### src/rtl/gray_counter_seq.sv
// Registered binary/Gray up-down counter with load, wrap/saturate and terminal-count pulse.
// Optional Gray-step monitor for err_o is built only when GRAY_COUNTER_CHECK_EN is defined.
module gray_counter_seq #(
    parameter int unsigned WIDTH     = 10,
    parameter bit          SATURATE  = 1'b0,
    parameter int unsigned RESET_VAL = 0
) (
    input  logic             clk,
    input  logic             rst,
    input  logic             en,
    input  logic             up,
    input  logic             load,
    input  logic [WIDTH-1:0] load_bin,
    output logic [WIDTH-1:0] bin_o,
    output logic [WIDTH-1:0] gray_o,
    output logic             tc_o,
    output logic             err_o
);

    localparam logic [WIDTH-1:0] RST_BIN = WIDTH'(RESET_VAL);
    localparam logic [WIDTH-1:0] MAX_BIN = '1;

    logic [WIDTH-1:0] bin_next;
    logic             tc_next;

    always_comb begin
        bin_next = bin_o;
        tc_next  = 1'b0;
        if (load) begin
            bin_next = load_bin;
        end else if (en) begin
            if (up) begin
                if (bin_o == MAX_BIN) begin
                    tc_next  = 1'b1;
                    bin_next = SATURATE ? MAX_BIN : '0;
                end else begin
                    bin_next = bin_o + 1'b1;
                end
            end else begin
                if (bin_o == '0) begin
                    tc_next  = 1'b1;
                    bin_next = SATURATE ? '0 : MAX_BIN;
                end else begin
                    bin_next = bin_o - 1'b1;
                end
            end
        end
    end

    // Gray is derived from the next binary value so both registers update on the same edge.
    always_ff @(posedge clk) begin
        if (rst) begin
            bin_o  <= RST_BIN;
            gray_o <= RST_BIN ^ (RST_BIN >> 1);
            tc_o   <= 1'b0;
        end else begin
            bin_o  <= bin_next;
            gray_o <= bin_next ^ (bin_next >> 1);
            tc_o   <= tc_next;
        end
    end

`ifdef GRAY_COUNTER_CHECK_EN
    logic [WIDTH-1:0] prev_gray;
    logic             chk_valid;
    logic [WIDTH-1:0] gray_diff;

    assign gray_diff = gray_o ^ prev_gray;

    // chk_valid drops for the cycle after a load or reset, whose step is legitimately arbitrary.
    always_ff @(posedge clk) begin
        if (rst) begin
            prev_gray <= '0;
            chk_valid <= 1'b0;
            err_o     <= 1'b0;
        end else begin
            prev_gray <= gray_o;
            chk_valid <= !load;
            if (chk_valid && ((gray_diff & (gray_diff - 1'b1)) != '0)) begin
                err_o <= 1'b1;
            end
        end
    end
`else
    assign err_o = 1'b0;
`endif

endmodule

### config.mk
export PLATFORM = sky130hd
export DESIGN_NAME = gray_counter_seq
export DESIGN_NICKNAME = d
export VERILOG_FILES = /design/src/rtl/gray_counter_seq.sv
export SDC_FILE = /design/constraint.sdc
export NUM_CORES = 1
export LEC_CHECK = 0
export CAP_MARGIN = 20
export CORE_MARGIN = 5
export CORE_UTILIZATION = 43
export CTS_CLUSTER_DIAMETER = 60
export DETAILED_ROUTE_END_ITERATION = 12
export PLACE_DENSITY_LB_ADDON = 0.08
export SETUP_SLACK_MARGIN = 0.5
export SLEW_MARGIN = 20
export SYNTH_ARGS = -nofsm -noshare
export SYNTH_HDL_FRONTEND = slang
export SYNTH_SLANG_ARGS = --single-unit
### constraint.sdc
create_clock -name clk -period 2.2 [get_ports clk]
set_input_delay 0.44 -clock clk [delete_from_list [all_inputs] [get_ports clk]]
set_output_delay 0.44 -clock clk [all_outputs]
set_load 0.02 [all_outputs]
Figure 1. Sequential cells grouped by signal name.
Scale: 8 px per um.
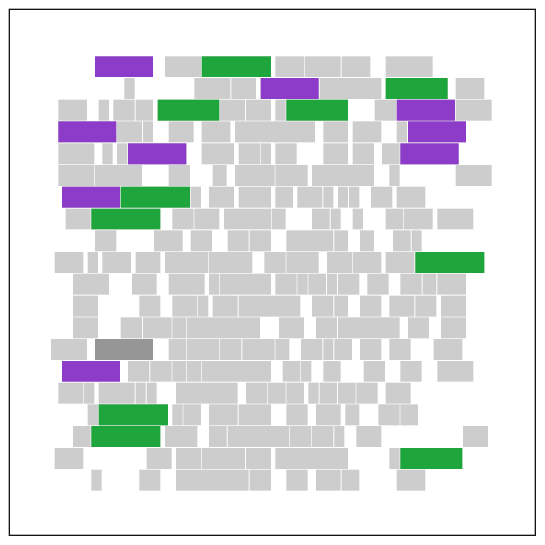
netlist name	colour	placed flops
gray_o	purple	9
bin_o	green	10

Figure 2. Routed metal, one colour a layer.
Scale: 8 px per um.
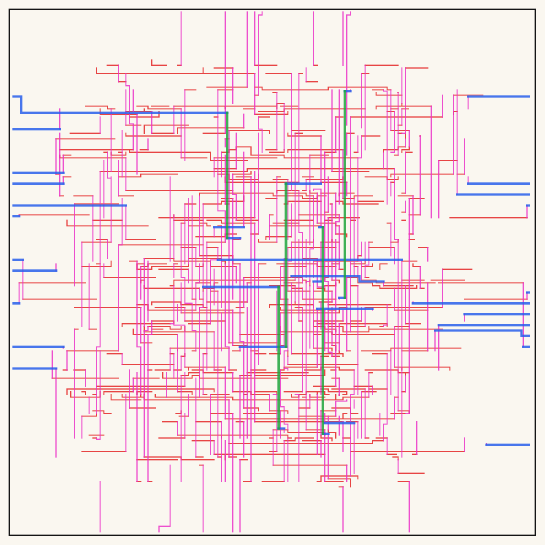
layer	colour	wire length
metal 2	magenta	2,040 um
metal 1	red	1,620 um
metal 4	green	105 um
metal 3	blue	232 um

Figure 3. Clock routing.
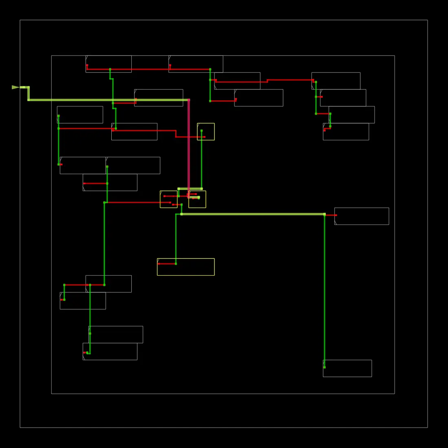
clock insertion delay at the later pin of the skew report: 0.31 ns
seq_cells: 20
Clock Power: 267 uW
clock sink count: 20

Figure 4. Power grid.
Scale: 6 px per um. Pins as bars on the die edge. Tap cells in grey.
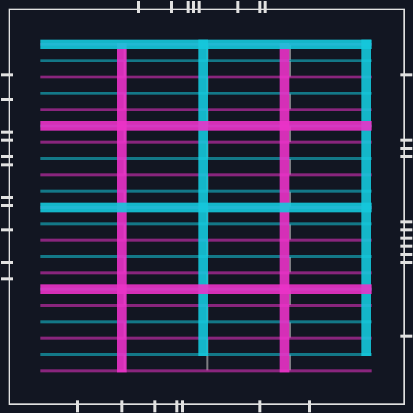
net	colour
VDD	cyan
VSS	magenta
met5 straps	4
met4 straps	4

Figure 5. Local utilization.
Scale: 6 px per um. The die is cut into 7 by 7 equal tiles; white is low, dark blue is high, 0 to 100% covered.
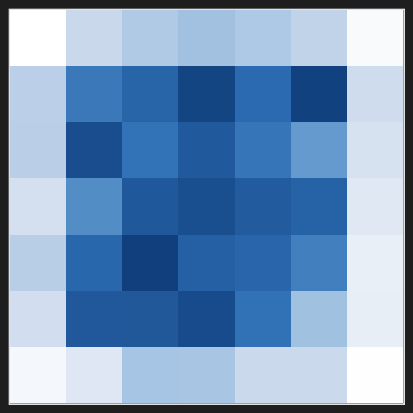
mean over tiles	50%
tiles over 75% full	35%
emptiest ninth of the die	bottom right
nearly empty tiles	4.1%
fullest tile	94%
densest ninth of the die	middle

==> impl_metrics.env <==
# yosys + openroad results
export IMPL_outcome="finished, final reports clean"
export IMPL_busiest_layer="met2"
export IMPL_warnings=30
export IMPL_buffers=67
export IMPL_grt_pass1_wl_um=6580
export IMPL_mux_area_share_pct=4.71
export IMPL_cp_max_fanout=5
export IMPL_antenna_found_initial=0
export IMPL_numCtsBuffers=3
export IMPL_clk_transition_reported_paths_ns=0.13
export IMPL_crit_path_start="bin_o[1]$_SDFF_PP0_"
export IMPL_wirelength_met1_um=1620
export IMPL_syn_instance_count=156
export IMPL_critical_path_max_stage_delay_ns=0.38
export IMPL_type_of_element_launching_the_critical_path="register"
export IMPL_fp_dieArea_um2=4300
export IMPL_buffer_area_share_pct=28.6
export IMPL_power_density_nw_per_um2=552
export IMPL_inverters=8
export IMPL_seqAreaFraction_pct=19.6
export IMPL_setup_viol_count_final=0
export IMPL_power_static_leakage_uw=0.00104
export IMPL_number_of_setup_buffers_added_after_cts=10
export IMPL_post_synth_top_area_fraction_pct=30.2
export IMPL_postRouteWirelength_um=4000
export IMPL_number_of_diodes_added_for_antenna_fixing=0
export IMPL_core_area_um2=3000
export IMPL_layout_cell_area_non_filler_um2=2190
export IMPL_hold_buffers=0
export IMPL_placedCellCount=232
export IMPL_whs_endpoint="bin_o[0]$_SDFF_PP0_"
export IMPL_grt_overflow_total=0
export IMPL_pg_seq_uw=445
export IMPL_lay_top_cells="26 x buf_4, 19 x nor2_1, 12 x clkdlybuf4s50_1, 12 x dlygate4sd2_1, 11 x dlymetal6s2s_1"
export IMPL_hold_depth=3
Power and IR drop assume default switching activity.
